[src/rtl/inta_sequencer.sv]
// Interrupt-acknowledge master: runs the two-pulse INTA sequence against the
// interrupt controller and hands the captured vector to the core (valid/ready).
module inta_sequencer #(
  parameter int PULSE_CYCLES = 2,
  parameter int GAP_CYCLES   = 2,
  parameter int SYNC_STAGES  = 2
) (
  input  logic       clk,
  input  logic       rst_n,
  input  logic       INT,
  input  logic       ien,
  input  logic [7:0] DATABUS,
  output logic       INTA,
  output logic [7:0] vector,
  output logic       vec_valid,
  input  logic       vec_ready,
  output logic       busy,
  output logic [2:0] dbg_state
);

  // Handshake: vector is offered while vec_valid=1 and is consumed at the
  // rising clk edge where vec_valid=1 and vec_ready=1; vector and vec_valid
  // hold steady until that edge, and vec_ready is ignored at all other times.

  typedef enum logic [2:0] {
    IDLE    = 3'd0,
    ACK1    = 3'd1,
    GAP     = 3'd2,
    ACK2    = 3'd3,
    HOLD    = 3'd4,
    RECOVER = 3'd5
  } state_t;

  localparam logic [3:0] PULSE_LOAD = 4'(PULSE_CYCLES - 1);
  localparam logic [3:0] GAP_LOAD   = 4'(GAP_CYCLES - 1);

  state_t                 state, state_nxt;
  logic [3:0]             cnt, cnt_nxt;
  logic [SYNC_STAGES-1:0] sync_q;
  logic                   int_s;
  logic                   expired;
  logic                   capture;

  always_ff @(posedge clk or negedge rst_n) begin
    if (!rst_n) sync_q <= '0;
    else        sync_q <= {sync_q[SYNC_STAGES-2:0], INT};
  end

  assign int_s     = sync_q[SYNC_STAGES-1];
  assign expired   = (cnt == 4'd0);
  assign dbg_state = state;

  always_comb begin
    state_nxt = state;
    cnt_nxt   = expired ? cnt : cnt - 4'd1;
    capture   = 1'b0;
    case (state)
      IDLE: begin
        if (int_s && ien) begin
          state_nxt = ACK1;
          cnt_nxt   = PULSE_LOAD;
        end
      end
      ACK1: begin
        if (expired) begin
          state_nxt = GAP;
          cnt_nxt   = GAP_LOAD;
        end
      end
      GAP: begin
        if (expired) begin
          state_nxt = ACK2;
          cnt_nxt   = PULSE_LOAD;
        end
      end
      ACK2: begin
        if (expired) begin
          state_nxt = HOLD;
          capture   = 1'b1;
        end
      end
      HOLD: begin
        if (vec_ready) begin
          state_nxt = RECOVER;
          cnt_nxt   = GAP_LOAD;
        end
      end
      RECOVER: begin
        // int_s is deliberately not looked at here so a stale request cannot retrigger.
        if (expired) state_nxt = IDLE;
      end
      default: begin
        state_nxt = IDLE;
        cnt_nxt   = 4'd0;
      end
    endcase
  end

  // Outputs are registered decodes of the next state, so they move only on clk.
  always_ff @(posedge clk or negedge rst_n) begin
    if (!rst_n) begin
      state     <= IDLE;
      cnt       <= 4'd0;
      INTA      <= 1'b1;
      vec_valid <= 1'b0;
      busy      <= 1'b0;
      vector    <= 8'h00;
    end else begin
      state     <= state_nxt;
      cnt       <= cnt_nxt;
      INTA      <= !((state_nxt == ACK1) || (state_nxt == ACK2));
      vec_valid <= (state_nxt == HOLD);
      busy      <= (state_nxt != IDLE);
      if (capture) vector <= DATABUS;
    end
  end

endmodule

[config.mk]
export PLATFORM = sky130hd
export DESIGN_NAME = inta_sequencer
export DESIGN_NICKNAME = d
export VERILOG_FILES = /design/src/rtl/inta_sequencer.sv
export SDC_FILE = /design/constraint.sdc
export NUM_CORES = 1
export LEC_CHECK = 0
export CELL_PAD_IN_SITES_DETAIL_PLACEMENT = 1
export CELL_PAD_IN_SITES_GLOBAL_PLACEMENT = 2
export CORE_MARGIN = 2
export CORE_UTILIZATION = 32
export DETAILED_ROUTE_END_ITERATION = 10
export MAX_ROUTING_LAYER = met4
export PLACE_DENSITY_LB_ADDON = 0.1
export SLEW_MARGIN = 20
export SYNTH_ARGS = -nofsm -noshare
export SYNTH_HDL_FRONTEND = slang
export SYNTH_SLANG_ARGS = --single-unit
export TNS_END_PERCENT = 1
[constraint.sdc]
create_clock -name clk -period 4.16 [get_ports clk]
set_input_delay 0.624 -clock clk [delete_from_list [all_inputs] [get_ports clk]]
set_output_delay 0.624 -clock clk [all_outputs]
set_load 0.03 [all_outputs]
==> run_results.csv, run 1 <==
group,metric,value,unit
clocking,total_cts_buffers,3,
outcome,run_status,"complete, no violations",
die,die.size.x,59.90,µm
yosys,ys_cells,82,
yosys,synth.lib_cells_used.distinct,33,
die,taps,33,
route,met3WireLength,62,µm
hold_path,hp-class,"flop to flop",
die,num_rows,20,
grt,grt_pass1_vias,714,
yosys,arithmetic_cell_share_of_the_synthesized_area_counting_full_adders_half_adders_and_majority_gates,2.503,%
yosys,ys_sh_simple,13.02,%
route,ant_nets,0,
route,via_count,702,
route,detail_route.iter0.violations,11,
route,wire_per_inst,15.48,µm
sta,fin_worst_skew,0.004788,ns
layout,post_route_cells_drive_above_1_share,16.82,%
sta,timing_hold_violations_final,0,
pwr,p_per_area,870.5,nW/µm²
layout,nMultiInputCombCells,53,
run 1: routing by layer:
layer	global-route usage [%]	up-vias
met5	-	-
met4	3.810	0
met3	2.814	2
met2	20.34	13
met1	18.86	344
li1	-	343
run 1: stage by stage:
| stage | worst slack (ns) | power, µW | area [µm²] | hold WS [ns] | util (%) |
|---|---|---|---|---|---|
| floorplan | 2.387 | 806.4 | 999.7 | 0.3284 | - |
| global route | 1.593 | 1229 | 1323 | 0.3906 | 44.04 |
| global placement | 2.085 | 987.2 | 1270 | 0.3360 | 42.29 |
| CTS | 1.694 | 1168 | 1323 | 0.3822 | 44.04 |
| detailed placement | 2.073 | 995.9 | 1270 | 0.3530 | 42.29 |
| finish | 1.698 | 1151 | 1323 | 0.3774 | 44.04 |
run 1: flip-flops by register name, summed over array words and instances (netlist names):
| register | flops |
|---|---|
| vector | 8 |
| cnt | 4 |
| dbg_state | 3 |
| sync_q | 2 |
| INTA | 1 |
| busy | 1 |
| vec_valid | 1 |
run 1: report_power, final:
part,switching [µW],leakage [µW],internal (µW),total (µW)
sequential,107,0.000236,283,390
clock,62.9,0.0000279,97.3,160
combinational,297,0.000299,304,601
total,467,0.000563,684,1150
run 1: cells in the mapped netlist, drive strengths merged:
master	number
ha	2
o21ai	4
o32ai	1
inv	4
nand2	6
nor2	3
o21bai	1
o31ai	2
a21oi	4
a31oi	1
a211oi	2
a2111oi	1
nand4bb	1
o21a	1
a211o	1
a221o	1
xnor2	3
a22oi	1
and4bb	1
xor2	1
buf	5
and2b	1
nand2b	1
dfstp	1
nor3	4
dfrtp	19
nor3b	2
mux2	8
==> run_1/density.png <==
The bar under the picture is 20 µm long. 12 x 12 tiles, from black (low) to pale yellow (high), 0 to 100% covered.
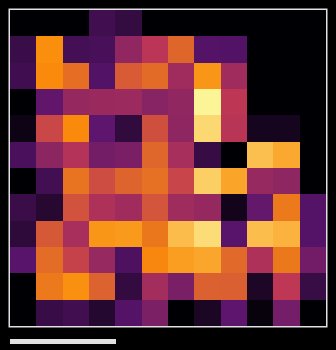
nearly empty tiles: 20%
fullest tile: 98%
emptiest ninth of the die: top right
Initial Util: 33.29%
Core Util, Final: 44.04%
Core ar.: 3003 µm²

==> run_1/final_congestion.png <==
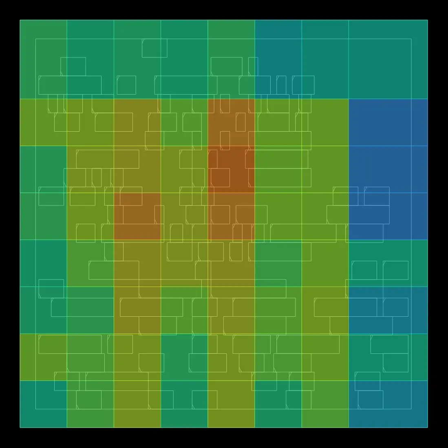
global routing usage on met3: 2.814%
total global routing track utilization: 13.67%
routing layer with the top usage in global route: met2

==> run_1/port_nets.png <==
The bar under the picture is 20 µm long.
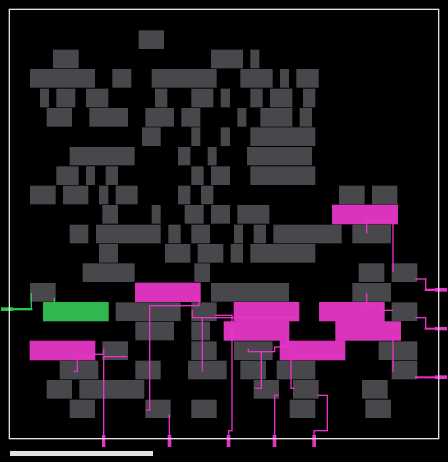
legend:
  INT:
    color: green
    bits: 1
    direction: input
    edge: left
    end_cells: 1
    buffers: 1
    wire: 6.10 µm
  vector:
    color: magenta
    bits: 8
    direction: output
    edge: 5 bottom, 3 right
    end_cells: 8
    buffers: 8
    wire: 167 µm
total of buffers placed on input and output ports: 26
I/O pin total: 27

--- run 2 (diff from run 1) ---
CORE_UTILIZATION = 30   (was 32)
clock period = 2.4 ns   (was 4.16 ns; I/O delays follow)
==> run_2/cell_classes.png <==
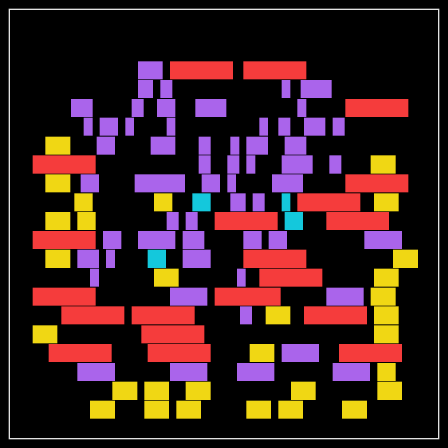
legend:
  flip-flops:
    color: red
    cells: 20
    share_of_their_area: 39%
  all other logic:
    color: purple
    cells: 57
    share_of_their_area: 36%
  clock drivers and dummy loads:
    color: cyan
    cells: 4
    share_of_their_area: 2.0%
  other buffers and delay cells:
    color: yellow
    cells: 30
    share_of_their_area: 23%
Seq/total area: 37.44%
Core ar.: 3103 µm²
Core Util, Final: 43.19%
final standard cell area without fillers: 1340 µm²
standard-cell row count: 20

==> run_results.csv, run 2 <==
group,metric,value,unit
pwr,report.power.total,1927,µW
route,via_count,739,
layout,largest_reg_flops,8,
grt,grt_pass1_vias,726,
hold_path,hp-class,"flop to flop",
pwr,net-switching-power,815.2,µW
pwr,clock_power_share,8.7,%
die,design.portCount,27,
route,wire_per_inst,14.25,µm
grt,total_global_routing_track_utilization,13.87,%
die,fp-utilization,32.22,%
pwr,switching_share,42.30,%
layout,nMultiInputCombCells,53,
sta,fin_worst_skew,0.006668,ns
place,placement.io_buffers,26,
die,die.size.x,61.73,µm
route,ant_nets,0,
route,detail_route.iter0.violations,16,
yosys,ys_cells,82,
outcome,run_status,"complete, no violations",
pwr,p_per_area,1438,nW/µm²
run 2: cell counts after synthesis:
Identical to the previous run, type by type.
run 2: final timing paths:
path,end,slack [ns],startpoint
setup reg to reg,cnt[0],0.44,cnt[0]
max in group asynchronous,INTA,1.74,rst_n
min in group asynchronous,vector[7],0.39,rst_n
hold / removal,sync_q[1],0.36,sync_q[0]
setup / recovery,dbg_state[0],0.33,dbg_state[0]
hold reg to reg,sync_q[1],0.36,sync_q[0]
run 2: power by group through the flow:
stage	combinational (µW)	sequential (µW)	clock (µW)
after floorplan	590	808	0
after global placement	1140	606	0
after detailed placement	1160	617	0
after CTS	1170	610	178
after global routing	1240	629	193
final	1150	606	167
run 2: per-layer routing:
layer / up-vias / wire (µm) / track usage, % / part of all wire [%]
met5: - / 0 / - / 0
met4: 0 / 15 / 3.647 / 0.68
met3: 2 / 94 / 3.727 / 4.3
met2: 18 / 1052 / 20.45 / 48
met1: 369 / 1045 / 18.91 / 47
li1: 350 / - / - / -
run 2: metrics by stage:
| step | instance area (µm²) | worst slack (ns) | instances |
|---|---|---|---|
| detailed placement | 1314 | 0.4455 | 151 |
| global placement | 1314 | 0.5184 | 151 |
| global route | 1340 | 0.2127 | 155 |
| finish | 1340 | 0.3298 | 155 |
| floorplan | 999.7 | 0.6273 | 82 |
| CTS | 1340 | 0.3067 | 155 |
run 2: logic make-up (layout without fill, tap and decap cells):
group / after synthesis / in the layout / share of synthesized area (%)
multiplexers: 8 / 8 / 12.02
XOR/XNOR: 4 / 4 / 3.505
AND-OR/OR-AND: 20 / 20 / 14.14
adder cells (fa/ha/maj): 2 / 2 / 2.503
buffers and inverters: 9 / 38 / 4.630
flip-flops: 20 / 20 / 50.19
AND/OR/NAND/NOR: 19 / 19 / 13.02
--- run 3 (diff from run 2) ---
SLEW_MARGIN = 10   (was 20)
==> run_3/cell_classes.png <==
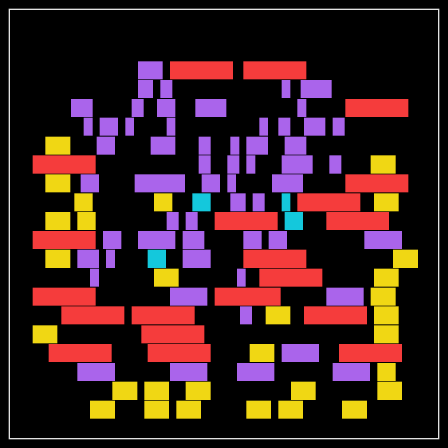
legend:
  clock drivers and dummy loads:
    color: cyan
    cells: 4
    share_of_their_area: 2.0%
  flip-flops:
    color: red
    cells: 20
    share_of_their_area: 39%
  all other logic:
    color: purple
    cells: 57
    share_of_their_area: 36%
  other buffers and delay cells:
    color: yellow
    cells: 30
    share_of_their_area: 23%

==> run_results.csv, run 3 <==
group,metric,value,unit
outcome,run_status,"complete, no violations",
sta,fin_worst_skew,0.006668,ns
pwr,net-switching-power,815.2,µW
pwr,power.combinational.total,1150,µW
yosys,number_of_flops_mapped_to_enable_cells_by_yosys,0,
yosys,synth.lib_cells_used.distinct,33,
pwr,powerSeq,606,µW
die,fp-utilization,32.22,%
layout,largest_reg_flops,8,
die,core_ar,3103,µm²
route,detail_route.iter0.violations,16,
pwr,clock_power_share,8.7,%
layout,core_util_final,43.19,%
pwr,switching_share,42.30,%
yosys,most_frequently_used_cell_type_in_the_post_synthesis_netlist,"dfrtp_1",
pwr,internal_power,1112,µW
place,placement.io_buffers,26,
clocking,total_cts_buffers,3,
hold_path,hp-class,"flop to flop",
route,top_routing_layer_in_use,"met4",
yosys,synth.cells.most_frequent,"dfrtp_1, mux2_4, nand2_1",
yosys,synth_top_flop_cell,"dfrtp_1",
grt,total_global_routing_track_utilization,13.87,%
die,design.portCount,27,
grt,grt_pass1_vias,726,
route,via_count,739,
pwr,p_clk,167,µW
route,route.layer.met1.wl,1045,µm
pwr,comb_power_share,59.9,%
yosys,ys_cells,82,
pwr,top_power_group,"combinational logic",
route,met2_length,1052,µm
layout,post_route_cells_drive_above_1_share,18.92,%
route,ant_nets,0,
yosys,postSynth.asyncResetShare,100.0,%
route,wire_per_inst,14.25,µm
## run 3: cell type report
cell class              count  share of cell area [%]
flip-flops and latches     20                   37.44
multi-input cells          53                   33.71
repair buffers             30                   21.66
well taps                  44                   4.108
clock buffers               4                   1.961
inverters                   4                   1.120
## run 3: metrics by stage
| step | area, µm² | instances | hold slack, ns | worst slack, ns |
|---|---|---|---|---|
| floorplan | 999.7 | 82 | 0.06441 | 0.6273 |
| global placement | 1314 | 151 | 0.3372 | 0.5184 |
| detailed placement | 1314 | 151 | 0.3363 | 0.4455 |
| CTS | 1340 | 155 | 0.3631 | 0.3067 |
| global route | 1340 | 155 | 0.3657 | 0.2127 |
| finish | 1340 | 155 | 0.3595 | 0.3298 |
## run 3: cell families (layout without fill, tap and decap cells)
kind of cell             count (synthesis)  count (layout)  share of synthesized area (%)
buffers and inverters                    9              38                          4.630
adder cells (fa/ha/maj)                  2               2                          2.503
flip-flops                              20              20                          50.19
AND-OR/OR-AND                           20              20                          14.14
multiplexers                             8               8                          12.02
AND/OR/NAND/NOR                         19              19                          13.02
XOR/XNOR                                 4               4                          3.505
## run 3: worst paths after layout
| path | cells after the start | slack, ns | startpoint | endpoint |
|---|---|---|---|---|
| setup reg to reg | 8 | 0.44 | cnt[0] | cnt[0] |
| setup / recovery | 1 | 0.33 | dbg_state[0] | dbg_state[0] |
| hold reg to reg | 0 | 0.36 | sync_q[0] | sync_q[1] |
| hold / removal | 0 | 0.36 | sync_q[0] | sync_q[1] |
| min in group asynchronous | 2 | 0.39 | rst_n | vector[7] |
| max in group asynchronous | 2 | 1.74 | rst_n | INTA |
## run 3: metal layers
metal	vias to the layer above	global-route usage (%)
li1	350	-
met1	369	18.91
met2	18	20.45
met3	2	3.727
met4	0	3.647
met5	-	-
Power figures rest on the tool's default switching activity, not on a simulated workload.
